==> config.mk <==
export PLATFORM = sky130hd
export DESIGN_NAME = fetch_unit
export DESIGN_NICKNAME = d
export VERILOG_FILES = /design/src/rtl/fetch_unit.sv
export SDC_FILE = /design/constraint.sdc
export NUM_CORES = 1
export LEC_CHECK = 0
export ABC_CLOCK_PERIOD_IN_PS = 5900
export CAP_MARGIN = 20
export CORE_ASPECT_RATIO = 1.1
export CORE_MARGIN = 4
export CORE_UTILIZATION = 45
export DETAILED_ROUTE_END_ITERATION = 12
export DONT_BUFFER_PORTS = 1
export GPL_TIMING_DRIVEN = 0
export MAX_ROUTING_LAYER = met4
export PLACE_DENSITY = 0.59
export SETUP_SLACK_MARGIN = 0.5
export SLEW_MARGIN = 20
export SYNTH_ARGS = -nofsm -noshare
export SYNTH_HDL_FRONTEND = slang
export SYNTH_SLANG_ARGS = --single-unit
==> constraint.sdc <==
create_clock -name clk -period 5.9 [get_ports clk]
set_input_delay 0.885 -clock clk [delete_from_list [all_inputs] [get_ports clk]]
set_output_delay 0.885 -clock clk [all_outputs]
set_load 0.01 [all_outputs]
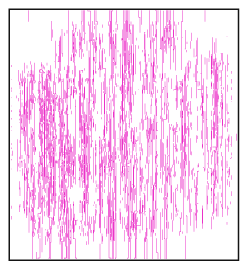
Figure 1: metal 2.
Drawn at 1.5 px/µm.
The longest straight run is 86.0 µm. The layer holds 48% of the routed length. The wires run mostly vertical. The layer carries 14100 µm of wire. 868 nets have wire on it.
global routing usage on met2: 37.59%
total wire length after detailed routing: 29480 µm
Via Count: 7850

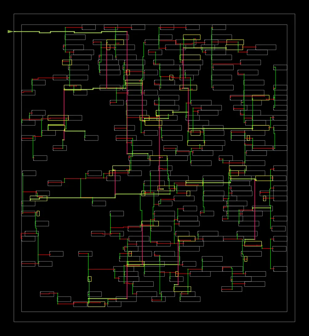
Figure 2: the clock network.
clock buffer instance count of the final layout: 33
Clk Latency, worst-skew pair: 0.51 ns
Clock Skew: 0.01190 ns
Sinks on Clock Net: 225

==> notes.md <==
The layout was made with Yosys and OpenROAD.

The run finished with clean final reports. The detailed placer's ending HPWL is 21010 µm. Across every metal layer, demand over resource in global routing totals 23.00%. The worst max-slew margin expressed relative to the limit is 24.90%. For reference, simple AND, OR, NAND and NOR cells occupy 15.38% of the area reported after synthesis. TritonRoute reported its final design rule violation total as 0. The quantity of gates resized following cts is 0. STA classifies the critical path startpoint as an input pin.

The most popular library cell in the synthesized design by count is sky130_fd_sc_hd__edfxtp_1. The number of distinct library cells after synthesis is 71. The initial core utilization is 46.08%. On the critical path, the stage with the largest delay is an instance of sky130_fd_sc_hd__nor3_4. STA classifies the critical path endpoint as a flop. The script computed a power per unit cell area of 304.1 nW/µm². The multi-input combinational cell area is 4110 µm². The initialized floorplan defines 57 standard-cell rows. The die area is 25260 µm².

The data required time at the worst endpoint is 6.11 ns. The detail route stage leaves a number of antenna-violating nets equal to 0. The number of cells in the yosys synthesis report is 969.

The buffer and inverter count on the worst path is 5. Overall power consumption after layout is estimated at 3.521 mW. The number of DRC markers in iteration 0 is 481. The maximum ir drop on the vdd rail is 0.2110 mV. The final sequential cell count is 225. The total clock buffers created by CTS is 25. The maximum fanout along the worst path is 13. The slew of the pin with the lowest slew margin is 1.112 ns. The sequential standard cell area is 5746 µm². 170 I/O pins were placed. Counting instances, the worst hold path has a depth of 0. The net count of the finished layout is 1080. The non-clock buffering overhead in the final layout is 3.804%. In the final report, the number of pins over their slew limit comes to 0.

Per the layout area report, the sequential fraction of cell area is 49.63%. The number of inserted filler cells in the final layout is 2082. The timing report lists the critical path depth as 8 cells. The commonest register cell is sky130_fd_sc_hd__edfxtp_1. The cell occurring most often along the worst timing path is sky130_fd_sc_hd__buf_8. Looking at the area split, the leading class of cells is flip-flops and latches. The die is 166.3 µm tall. The number of global-route vias before repair is 7669. In the per-layer summary, the met1 wirelength comes to 12320 µm. Yosys reports a chip area of 10250 µm².

The adder and majority cell fraction of the synthesized area is 0.4882%. For reference, the most critical setup path is categorized as in2reg.
==> layout by cell type (no fill, tap or decap), drive strengths merged, types with 7 or more instances in the layout <==
cell / n
edfxtp: 124
or4: 9
nor2: 41
clkbuf: 89
o22ai: 9
nand4: 10
o21ai: 32
or3: 7
nand2: 117
nor4: 20
buf: 30
a21oi: 75
o41a: 7
a31oi: 9
o211ai: 41
and3: 11
nor3: 31
mux2i: 66
a211oi: 22
inv: 22
xor2: 7
nand3: 23
clkinv: 11
xnor2: 17
dfxtp: 101
==> metal layers <==
layer | track usage, % | vias up
li1 | - | 3690
met1 | 29.04 | 3796
met2 | 37.59 | 308
met3 | 5.160 | 56
met4 | 6.177 | 0
met5 | - | -
==> power groups by stage <==
stage	Clock (mW)	Sequential, mW	Combinational [mW]
floorplan	0	1.74	0.188
global placement	0	1.75	0.261
detailed placement	0	1.75	0.264
CTS	1.57	1.71	0.265
global route	1.64	1.72	0.293
finish	1.54	1.71	0.268
==> logic make-up (layout without fill, tap and decap cells) <==
group / Yosys count / after routing
simple gates: 307 / 307
compound gates: 236 / 236
flops: 225 / 225
buf+inv: 103 / 154
mux: 69 / 69
xor+xnor: 24 / 24
fa+ha+maj: 4 / 4
other cells: 1 / 5
==> stage by stage <==
| stage | util [%] | cells | setup WS (ns) | setup TNS (ns) |
|---|---|---|---|---|
| detailed placement | 48.32 | 1273 | 2.541 | 0 |
| floorplan | - | 972 | 1.390 | 0 |
| finish | 52.03 | 1319 | 3.065 | 0 |
| global route | 52.03 | 1319 | 2.910 | 0 |
| CTS | 52.02 | 1318 | 3.074 | 0 |
| global placement | 47.81 | 1267 | -0.4639 | -28.94 |
Power figures rest on the tool's default switching activity, not on a simulated workload.
